cell_classes.png
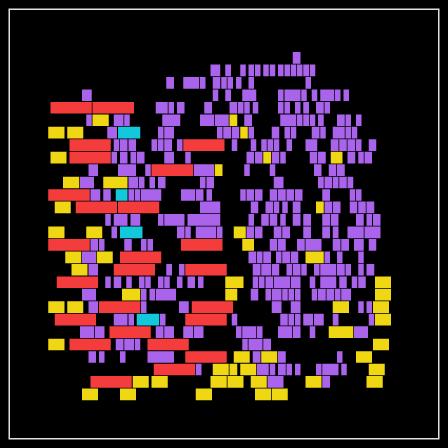
pdn.png
Scale bar: 20 um. Pins as bars on the die edge.
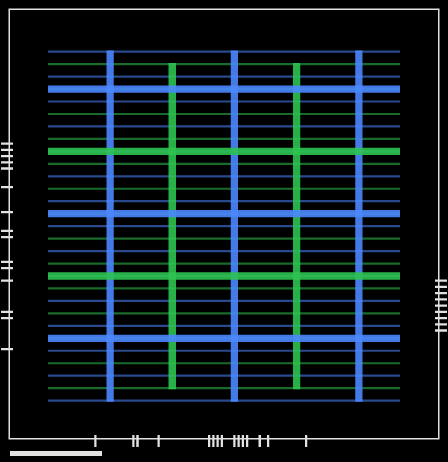
port_nets.png
Scale bar: 20 um.
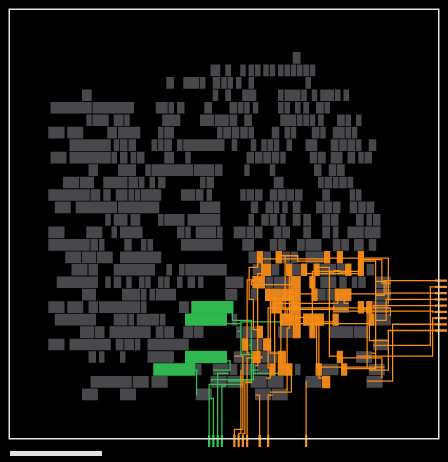
density.png
Scale bar: 20 um. 9 x 9 tiles, from black (low) to pale yellow (high), 0 to 100% covered.
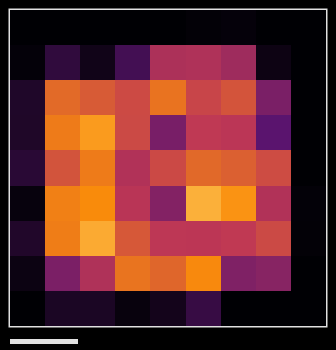
Design rr_arbiter_16, sky130hd; sources not shown.
==> Slide: Implementation Results <==
Key Metrics from the Run

STA
  – Worst Skew: 5.49 ps
  – Worst-margin pin slew: 653 ps
  – Final period demand of the worst path: between 4000 and 5000 ps
  – Max-slew headroom: 55.7%
  – Hold Slack: approximately 500 ps
  – Fmax: 230 MHz
  – Final worst-path cycle share: 70.0%
  – Max-slew violation count: 0
  – Endpoints failing setup: 0
  – Final Hold Violating Endpoints: 0
  – RSZ-0062 raised after global routing: no
  – Setup_tns: 0 ps

Drt
  – Total Routed Length: a little under 7000 um
  – WL/cell: 14.2 um
  – Via count: 2489
  – Vias/cell: 5.20
  – Routed wl met3: 252 um
  – Initial DRC count: 87
  – DR top layer: met4
  – Number of remaining DRC errors: 0
  – First-pass iteration count of the detailed router: 4
  – Met1 WL: 3150 um
  – Remaining antenna violation count: 0
  – Wire length on met2: 3270 um

Logic synthesis
  – Synth Net Count: between 300 and 400
  – Distinct cell type count after synthesis: 39
  – Synth Cell Area: 2400 sq um
  – Top cells by count: 105 x nand2_1, 67 x nand3_1, 27 x inv_1
  – Yosys stat cell total: 361
  – Aoi share: 14.6%
  – Post-synth area from yosys stat: 2400 sq um
  – Yosys top cell by area: dfrtp_1
  – Post-synth ARST share: 100%
  – Post-synthesis sequential area ratio: 26.1%
  – Dominant cell area share: 26.1%
  – Synth top cell by count: nand2_1
  – Synth warn: 0
  – Syn Inst Count: 361
  – Mux share: 0%
  – Basic Gates by Area: 43.7%
  – Adder Share, Synth: under 10%
  – Top cells by area, synth: dfrtp_1 26%, nand2_1 16%, nand3_1 14%
  – Yosys xor share: 0.731%
  – Avg Cell Area, Syn: 6.64 sq um
  – Commonest flop: dfrtp_1
  – Logic family by area: simple AND/OR/NAND/NOR gates
  – Synth flops: 25
  – EDFF count, synth: 0

Global routing
  – GRT busiest layer: met2
  – GRT met2 Usage: about 29%
  – Initial antenna violation count: 0
  – Total GRT Usage: around 17%
  – Vias in the first global route: around 2600
  – Pin count of the biggest net entering global routing: 16
  – GR Util met3: under 10%
  – Gr ovfl total: 0
  – Met1 Use GR: 20.3%
  – First-pass GRT wire length: approximately 12000 um

CTS
  – Clock transition at path regs: 90 ps
  – CTS tree: yes
  – Post-CTS Setup Bufs: 0
  – Root Driver: clkbuf_8
  – Total CTS buffers: 3
  – Post-cts gate resize count: 0
  – TritonCTS sink count: 25
  – Clk latency late pin: 280 ps
  – Clk buf depth: 2
  – Hold buffer count at CTS: 0
  – H-tree levels: 1

Critical path
  – R2R setup slack: 2300 ps
  – WP data required: 6400 ps
  – CP max stage delay: roughly 530 ps
  – Critical path endpoint category: register
  – Critical Path Stages: 28
  – Top delay family on crit path: simple AND/OR/NAND/NOR gates
  – CP bufs+invs: 4
  – Crit-path slowest cell: clkdlybuf4s50_1
  – WS Path Type: primary input to register
  – Critical path arrival: roughly 4500 ps
  – CP max FO: 7
  – Critical Path Most Common Cell: nand2_1
  – Nature of the critical path startpoint: primary input
  – Worst Reg-to-Reg Cells: 30

Placement
  – GPL Wtd Cong: a little under 0.9
  – Placed instance count: 475
  – Dpl hpwl: 5500 um

Layout
  – Final Instance Count excl. Fillers: ~480
  – Synthesis-to-layout area growth: 22.4%
  – ANT cells: 0
  – Fin nets: 430
  – Fraction of layout cells with a size suffix above 1: 17.8%
  – Top logic cell by instance count in the layout: nand2_1
  – Top Layout Cells: 105 x nand2_1, 67 x nand3_1, 38 x clkdlybuf4s50_1, 27 x inv_1, 25 x dfrtp_1
  – Max reg flops: 16
  – Number of fill cells: 604

Min path
  – Hold Path Depth: 2
  – Worst min path class: register to register

Floorplanning
  – FP Rows: 28
  – Die area: around 8700 sq um

Outcome
  – Status: finished, final reports clean

Job
  – Tally of OpenROAD warnings: 27
  – Max-Cap Viols: 0
Back to the opening pictures, cell_classes.png:
| class | color | cells | share of their area |
|---|---|---|---|
| clock drivers and dummy loads | cyan | 4 | 1.7% |
| flip-flops | red | 25 | 22% |
| all other logic | purple | 322 | 59% |
| other buffers and delay cells | yellow | 53 | 18% |
utilization after layout: 50.2%
core box area: 5850 sq um
Seq area share: 21.3%

Back to the opening pictures, pdn.png:
| net | color |
|---|---|
| VSS | blue |
| VDD | green |
rows: 28
met5 straps: 5
met4 straps: 5
signal pins: 39
met1 rails: 29
die span in y: 93.4 um
Chip Width: 93.4 um

Back to the opening pictures, port_nets.png:
| port | color | direction | edge | end cells | wire |
|---|---|---|---|---|---|
| `gnt_idx` | green | output | south | 4 | 138 um |
| `req` | orange | input | 9 east, 7 south | 48 | 856 um |
io pins: 39
I/O Buffers: 38

Back to the opening pictures, density.png:
tiles over 75% full: 4.9%
mean over tiles: 33%
fullest tile: 83%
Initial Util: 41.0%

-- final cells by class --
type	count	area, sq um	area share [%]
buffer	14	109	3.71
clock inverter	1	7.51	0.256
sequential	25	626	21.3
multi-input combinational	284	1510	51.4
inverter	38	154	5.24
clock buffer	3	41.3	1.41
timing repair buffer	39	395	13.5
tap	75	93.8	3.20
-- per-stage QoR --
| stage | setup slack (ps) | area (sq um) | utilization (%) |
|---|---|---|---|
| after floorplan | 2660 | 2400 | - |
| after CTS | 1820 | 2940 | 50.2 |
| final | 1860 | 2940 | 50.2 |
| after detailed placement | 1550 | 2890 | 49.3 |
| after global routing | 1390 | 2940 | 50.2 |
| after global placement | 1570 | 2870 | 49.1 |
